==> config.mk <==
export PLATFORM = sky130hd
export DESIGN_NAME = multi_slice_add_sequencer
export DESIGN_NICKNAME = d
export VERILOG_FILES = /design/src/rtl/multi_slice_add_sequencer.sv
export SDC_FILE = /design/constraint.sdc
export NUM_CORES = 1
export LEC_CHECK = 0
export ABC_CLOCK_PERIOD_IN_PS = 3300
export CAP_MARGIN = 20
export CORE_AREA = 2 2 108 110
export DETAILED_ROUTE_END_ITERATION = 6
export DIE_AREA = 0 0 110 112
export PLACE_DENSITY = 0.71
export SYNTH_ARGS = -nofsm -noshare
export SYNTH_HDL_FRONTEND = slang
export SYNTH_SLANG_ARGS = --single-unit
==> constraint.sdc <==
create_clock -name clk -period 3.3 [get_ports clk]
set_input_delay 0.33 -clock clk [delete_from_list [all_inputs] [get_ports clk]]
set_output_delay 0.33 -clock clk [all_outputs]
set_load 0.02 [all_outputs]
==> src/rtl/multi_slice_add_sequencer.sv <==
// Sequential WIDTH-bit adder front/back end around an external combinational 16-bit adder.
// Issues one slice per cycle, low slice first, rippling the carry through a register.
module multi_slice_add_sequencer #(
    parameter int unsigned WIDTH  = 32,
    parameter int unsigned NSLICE = WIDTH / 16
) (
    input  logic             clk,
    input  logic             rst_n,
    input  logic             in_valid,
    output logic             in_ready,
    input  logic [WIDTH-1:0] in_a,
    input  logic [WIDTH-1:0] in_b,
    input  logic             in_cin,
    output logic [15:0]      add_a,
    output logic [15:0]      add_b,
    output logic             add_cin,
    output logic             add_p0,
    input  logic [15:0]      add_sum,
    output logic             out_valid,
    input  logic             out_ready,
    output logic [WIDTH-1:0] out_sum,
    output logic             out_cout,
    output logic             out_ovf
);

    localparam int unsigned SW   = 16;
    localparam int unsigned IDXW = (NSLICE > 1) ? $clog2(NSLICE) : 1;

    typedef enum logic [1:0] {
        S_IDLE = 2'd0,
        S_RUN  = 2'd1,
        S_DONE = 2'd2
    } state_t;

    state_t                      r_state;
    logic [WIDTH-1:0]            r_a;
    logic [WIDTH-1:0]            r_b;
    logic                        r_carry;
    logic [IDXW-1:0]             r_idx;
    logic                        r_in_ready;
    logic                        r_out_valid;
    logic [NSLICE-1:0][SW-1:0]   r_sum;
    logic                        r_cout;
    logic                        r_ovf;

    logic [NSLICE-1:0][SW-1:0]   w_a_sl;
    logic [NSLICE-1:0][SW-1:0]   w_b_sl;
    logic                        w_a15;
    logic                        w_b15;
    logic                        w_s15;
    logic                        w_c;
    logic                        w_last;

    assign w_a_sl  = r_a;
    assign w_b_sl  = r_b;
    assign add_a   = w_a_sl[r_idx];
    assign add_b   = w_b_sl[r_idx];
    assign add_cin = r_carry;
    assign add_p0  = 1'b0;

    // Carry out of the slice recovered from the operand MSBs and the sum MSB.
    assign w_a15  = add_a[SW-1];
    assign w_b15  = add_b[SW-1];
    assign w_s15  = add_sum[SW-1];
    assign w_c    = (w_a15 & w_b15) | ((w_a15 | w_b15) & ~w_s15);
    assign w_last = (r_idx == IDXW'(NSLICE - 1));

    assign in_ready  = r_in_ready;
    assign out_valid = r_out_valid;
    assign out_sum   = r_sum;
    assign out_cout  = r_cout;
    assign out_ovf   = r_ovf;

    always_ff @(posedge clk or negedge rst_n) begin
        if (!rst_n) begin
            r_state     <= S_IDLE;
            r_a         <= '0;
            r_b         <= '0;
            r_carry     <= 1'b0;
            r_idx       <= '0;
            r_in_ready  <= 1'b1;
            r_out_valid <= 1'b0;
            r_sum       <= '0;
            r_cout      <= 1'b0;
            r_ovf       <= 1'b0;
        end else begin
            case (r_state)
                S_IDLE: begin
                    if (in_valid && r_in_ready) begin
                        r_a        <= in_a;
                        r_b        <= in_b;
                        r_carry    <= in_cin;
                        r_idx      <= '0;
                        r_in_ready <= 1'b0;
                        r_state    <= S_RUN;
                    end
                end
                S_RUN: begin
                    r_sum[r_idx] <= add_sum;
                    r_carry      <= w_c;
                    if (w_last) begin
                        r_cout      <= w_c;
                        r_ovf       <= (w_a15 == w_b15) & (w_s15 != w_a15);
                        r_out_valid <= 1'b1;
                        r_state     <= S_DONE;
                    end else begin
                        r_idx <= r_idx + IDXW'(1);
                    end
                end
                S_DONE: begin
                    // Re-accept only from IDLE, i.e. the cycle after this handshake.
                    if (out_ready) begin
                        r_out_valid <= 1'b0;
                        r_in_ready  <= 1'b1;
                        r_state     <= S_IDLE;
                    end
                end
                default: begin
                    r_state <= S_IDLE;
                end
            endcase
        end
    end

endmodule

==> impl_metrics.tcl <==
# metrics dict for downstream scripts
set metrics [dict create \
    final_nets 521 \
    h-tree-depth 3 \
    drc_errors 0 \
    layout_min_cycle_time_ps 2620 \
    fp.dieW_um 110 \
    worst-path-buf-inv 2 \
    min_path_type "reg2reg" \
    clkLatencyLatePin_ps 340 \
    tns_ps 0 \
    net-switching-power_mw 1.98 \
    synth_top_area_share_pct 58.9 \
    antenna_found_initial 0 \
    critPathCapture "add_b[15]" \
    nMultiInputCombCells 156 \
    yosys_warnings 0 \
    status "complete, no violations" \
    diodes 0 \
    drtIter0Drc 85 \
    dieArea_sq_um 12300 \
    die_h_um 112 \
    top_cells_by_count "mux2_2, dfrtp_1, buf_2, buf_4, inv_1" \
    fin_area_sq_um 6280 \
    power-top-group "combinational cells" \
    top_cell "mux2_2" \
    gp_congestion 0.770 \
    final_cell_mix "clkdlybuf4s50_1, mux2_2, dfrtp_1, clkbuf_16, inv_1" \
    synthesis.area_sq_um 4380 \
    drive_gt1_share_pct 33.9 \
    num-nonclk-inverters 5 \
    netSwitchingFraction_pct 32.9 \
    cts_made_buffers 9 \
    clock.fmax_ghz 0.381 \
    pwr-share-clk_pct 16.1 \
    hold_buffers 0 \
    synth-async-reset-ratio_pct 100 \
    cts-root-buf "clkbuf_16" \
    cts_tree "done" \
    yosys.area_share.simple_pct 1.97 \
    wl_met1_um 3850 \
    num-clock-buffers 12 \
    postCtsSetupRepairBufs 0 \
    ys_sh_aoi_pct 1.23 \
    crit_type "reg2out" \
    final_hold_viol_count 0 \
    post_drt_wl_per_cell_um 16.2 \
    initial_core_util_pct 39.2 \
    clock_cell_area_share_pct 4.16 \
]
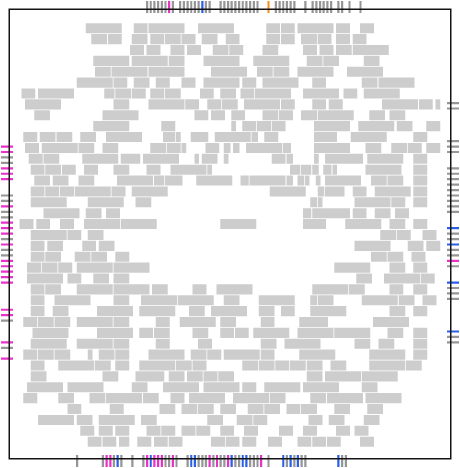
(ports around the boundary)
(4 px per um) Pins as bars across the die edge, other pins in gray.
Key: orange = add_cin [pins 1, direction output, edge top]; blue = add_b [pins 16, direction output, edge 11 bottom, 4 right, 1 top]; magenta = in_a [pins 32, direction input, edge 19 left, 11 bottom, 1 right, 1 top]

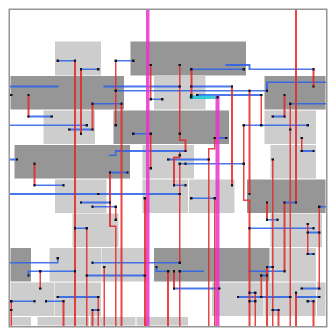
(close-up of the layout)
Region (42, 21) to (67, 46) um. Cells in gray, sequential cells in the stronger gray; small squares are vias.
Key: cyan = metal 3; red = metal 2; blue = metal 1; magenta = metal 4
Most frequent: mux2_2 (10), clkdlybuf4s50_1 (8), dfrtp_1 (7). 25 logic cells have their middle in the window. Sequential cells in the window: 7. Netlist names of flops here include r_b (6), r_a (1).

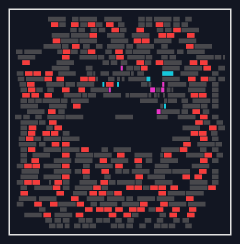
(logic cells by family)
(2 px per um)
Key: red = multiplexers [cells 129, where spread over the die]; cyan = NOR gates [cells 5]; magenta = NAND gates [cells 6]

Power figures rest on the tool's default switching activity, not on a simulated workload.
